### Register map, names as in the netlist, run 1

Scale bar: 20 um.
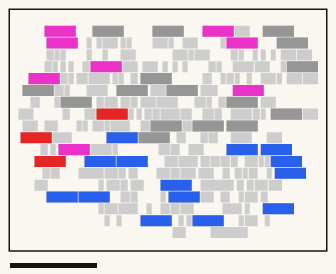
### Placement view, run 1

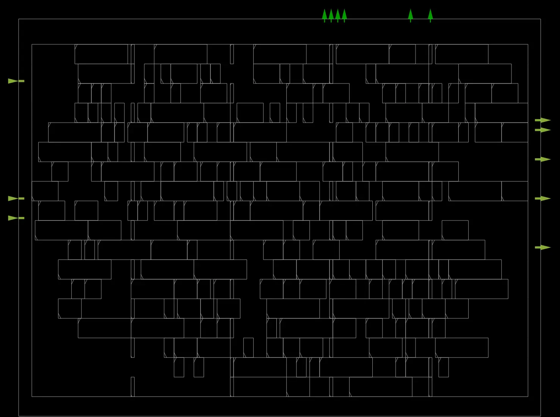
### Met3 routing, run 1

Scale bar: 20 um.
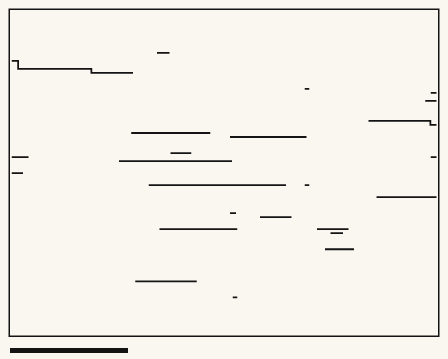
### Placement density heat map, run 1

The die is cut into 7 by 6 equal tiles; white is low, dark blue is high, 0 to 100% covered.
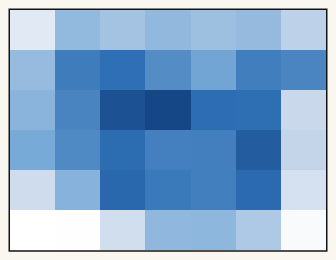
==> config.mk <==
export PLATFORM = sky130hd
export DESIGN_NAME = receiver_flat
export DESIGN_NICKNAME = d
export VERILOG_FILES = /design/src/rtl/receiver_if.sv /design/src/rtl/receiver.sv /design/src/flat_wrapper.sv
export SDC_FILE = /design/constraint.sdc
export NUM_CORES = 1
export LEC_CHECK = 0
export CORE_ASPECT_RATIO = 0.75
export CORE_MARGIN = 1.5
export CORE_UTILIZATION = 49
export CTS_BUF_LIST = sky130_fd_sc_hd__clkbuf_8
export DETAILED_ROUTE_END_ITERATION = 8
export PLACE_DENSITY = 0.69
export SETUP_SLACK_MARGIN = 0.1
export SYNTH_ARGS = -nofsm -noshare
export SYNTH_HDL_FRONTEND = slang
export SYNTH_SLANG_ARGS = --single-unit
==> constraint.sdc <==
create_clock -name clk -period 2.7 [get_ports clk]
set_input_delay 0.81 -clock clk [delete_from_list [all_inputs] [get_ports clk]]
set_output_delay 0.81 -clock clk [all_outputs]
set_load 0.02 [all_outputs]
==> results.yml, run 1 <==
# implementation run metrics
critical_path:
  endpoint_kind: "flop"
  start_kind: "flop"
  reg2regPathDepth: 5
synth:
  post_synth_num_cell_types: 38
  area_leaders: "dfxtp_1 46%, nand2_1 7.6%, mux2i_1 5.1%"
  yosys_warnings: 0
  postSynthCellCount: 197
  synth_async_sr_flop_share: 0
  yosysCellCount: 197
  synth-edff-count: 0
clock_tree:
  clk_pin_slew_ns: 0.08
  cts_hold_repair.buffers: 0
job:
  stage_log_warnings: 27
timing:
  timing.fmax_ghz: 0.473
  timing_hold_violations_final: 0
placement:
  dp_worst_setup_slack_ns: 0.421
  dpl_wire_length_mm: 2.70
die:
  chip_area_um2: 4010
outcome:
  result_of_the_run: "completed"
layout:
  largest_register_ffs: 14
drt:
  post-route-drc-count: 0
grt:
  grt.met2_usage: 0.284
Back to the opening pictures, 'Register map, names as in the netlist':
magenta -> `u_core.r_shreg`  # sequential cells 8
blue -> `u_core.r_cnt`  # sequential cells 14
red -> `u_core.r_bit_idx`  # sequential cells 3
not colored = 16
core utilization of the finished layout: 0.606
power of the sequential group: 0.619 mW
area occupied by registers: 821 um2

Back to the opening pictures, 'Placement view':
row cnt: 18
count of inserted tapcells: 40
number of filler instances in the final layout: 290
core box area: 3380 um2

Back to the opening pictures, 'Met3 routing':
main direction = horizontal
longest straight run = 23.0 um
fraction of met3 tracks used by global routing: 0.0511
vias after detailed routing: 1,417
routed wire length: 3.79 mm

Back to the opening pictures, 'Placement density heat map':
densest ninth of the die = center
nearly empty tiles = 4.8%
emptiest ninth of the die = south-west
tiles over 75% full = 17%
Core Util at FP: 0.527

## run 1: synth_stat cells, drive strengths merged, types with 2 or more instances
| cell | number |
|---|---|
| dfxtp | 41 |
| nor3 | 5 |
| clkbuf | 7 |
| xnor2 | 6 |
| inv | 3 |
| nor2b | 3 |
| nand4 | 8 |
| mux2i | 9 |
| nor4bb | 2 |
| nand3 | 6 |
| nor2 | 18 |
| nand2b | 2 |
| and4 | 2 |
| xor2 | 6 |
| and3 | 3 |
| ha | 4 |
| or2 | 3 |
| o311ai | 3 |
| a21oi | 13 |
| o21ai | 3 |
| nand2 | 36 |
| nor3b | 3 |
| buf | 2 |
## run 1: stage by stage
stage | cell area, um2 | instances | power, mW
CTS | 2050 | 252 | 1.10
global route | 2050 | 252 | 1.14
floorplan | 1780 | 197 | 0.656
finish | 2050 | 252 | 1.09
global placement | 1940 | 244 | 0.667
detailed placement | 1940 | 244 | 0.670
## run 1: kinds of logic after synthesis
kind of cell / Yosys count / synth area share
AND/OR/NAND/NOR: 96 / 0.294
AND-OR/OR-AND: 22 / 0.0766
flip-flops: 41 / 0.461
XOR/XNOR: 12 / 0.0590
multiplexers: 9 / 0.0506
adder cells (fa/ha/maj): 4 / 0.0281
buffers and inverters: 13 / 0.0302
## run 1: cell type report
class | count | area share
repair buffers | 16 | 0.0746
inverters | 4 | 0.00734
clock buffers | 7 | 0.0471
well taps | 40 | 0.0245
clock inverters | 1 | 0.00245
flip-flops and latches | 41 | 0.401
multi-input cells | 143 | 0.443
## run 1: critical path: stages (launching register included)
cell	delay (ns)
dfxtp_1	0.50
ha_1	0.23
nor4b_4	0.35
nand4_1	0.53
o311ai_1	0.28
a21oi_1	0.10
## run 1: routing by layer
| layer | wire, um | share of wire |
|---|---|---|
| met5 | 0 | 0 |
| met2 | 1730 | 0.46 |
| met4 | 40 | 0.011 |
| met1 | 1850 | 0.49 |
| met3 | 164 | 0.043 |
## run 1: power by group
group	internal, mW	total [mW]	switching (mW)
sequential	0.610	0.619	0.00958
clock	0.231	0.438	0.207
combinational	0.0141	0.0367	0.0226
## Run 2: what changed since run 1
- PLACE_DENSITY: 0.69 -> 0.72
- clock period: 2.7 -> 1.8 ns (I/O delays scaled with it)
==> run 2 against run 1 <==
  * Wire length is 1.6% higher
  * Combinational power is 120% higher
  * Final cell count is 4.8% higher
  * Synthesized cell count stayed put
  * Highest routed layer unchanged
  * Largest cell class unchanged
==> results.yml, run 2 <==
# implementation run metrics
outcome:
  result_of_the_run: "completed"
synth:
  post_synth_num_cell_types: 38
  top_cells_by_count: "41 x dfxtp_1, 36 x nand2_1, 17 x nor2_1"
  share_of_synthesized_cell_area_in_and_or_and_or_and_compound_cells: 0.0766
  postSynthCellCount: 197
  synth-edff-count: 0
  yosys_warnings: 0
  synthTopLogicFamily: "simple AND/OR/NAND/NOR gates"
  fa_ha_area_frac: 0.0281
  simple_gate_share: 0.294
  yosysCellCount: 197
critical_path:
  start_kind: "flop"
  crit_slowest_cell: "dfxtp_4"
  endpoint_kind: "flop"
  cell_chain_of_the_critical_path: "ha_4 > nor4b_4 > buf_4 > nand4_4 > a32oi_4 > clkbuf_16 > nor2_1"
power:
  power.switching_mw: 0.356
  report.power.total_mw: 1.75
  cellInternalPower_mw: 1.40
  clock_network_power_share: 0.426
drt:
  vias_after_detailed_routing: 1463
placement:
  post_place_instance_area_um2: 2010
  dp_worst_setup_slack_ns: 0.0326
  dpl_wire_length_mm: 2.46
die:
  core_util_floorplan: 0.527
  placement_rows: 18
job:
  stage_log_warnings: 28
timing:
  timing_hold_violations_final: 0
  timing.fmax_ghz: 0.587
clock_tree:
  clk_pin_slew_ns: 0.07
layout:
  largest_register_ffs: 14
run 2: cell count changes in the layout (fill, tap and decap cells not counted), sizes merged:
cell and delta:
dlygate4sd2 +11, bufinv +1, clkdlybuf4s50 -11, clkinv -1, inv +1, buf +11
run 2: cell type report:
type | count | area (um2) | area share
inverter | 4 | 15.0 | 0.00661
sequential | 41 | 830 | 0.365
clock inverter | 2 | 33.8 | 0.0149
clock buffer | 6 | 82.6 | 0.0364
tap | 40 | 50.0 | 0.0220
timing repair buffer | 28 | 292 | 0.128
multi-input combinational | 143 | 968 | 0.426
run 2: kinds of logic after synthesis:
logic type	Yosys count
multiplexers	9
flip-flops	41
XOR/XNOR	12
AND-OR/OR-AND	22
adder cells (fa/ha/maj)	4
AND/OR/NAND/NOR	96
buffers and inverters	13
run 2: power groups by stage:
stage          Combinational [mW]  Clock, mW  Sequential (mW)
2_1_floorplan              0.0403          0            0.943
3_3_place_gp               0.0661          0            0.944
3_5_place_dp               0.0687          0            0.944
4_1_cts                    0.0684      0.759            0.923
5_1_grt                    0.0873      0.804            0.926
6_report                   0.0811      0.746            0.925
run 2: layer usage:
metal / up-vias / global-route usage / wire length (um)
met2: 52 / 0.262 / 1710
met3: 7 / 0.0602 / 261
met1: 671 / 0.279 / 1810
met5: - / 0 / 0
li1: 733 / - / -
met4: 0 / 0.0836 / 61
run 2: timing repair:
action,4_1_cts,5_1_grt
gates resized,11,14
hold buffers,0,0
buffers inserted,2,2
pin swaps,0,3
endpoints found under the setup margin,37,32
gates cloned,0,1
run 2: worst max-delay path, delay by kind of cell (launching register included):
family,cells,cell delay [ns]
adders and majority gates,1,0.13
buffers and inverters,2,0.39
AOI/OAI and AO/OA,1,0.34
and+or+nand+nor,3,0.37
DFF,1,0.36
### Placed cells, one color a class, run 2

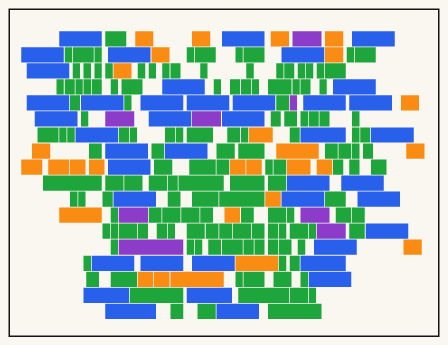
orange -> other buffers and delay cells  # cells 28, share of their area 13%
green -> all other logic  # cells 147, share of their area 44%
blue -> flip-flops  # cells 41, share of their area 37%
purple -> clock drivers and dummy loads  # cells 8, share of their area 5.2%
final non-filler cell area: 2270 um2
core utilization of the finished layout: 0.672
sequential cell area share: 0.365

No activity file was given, so power comes from the tool's default toggle rates.
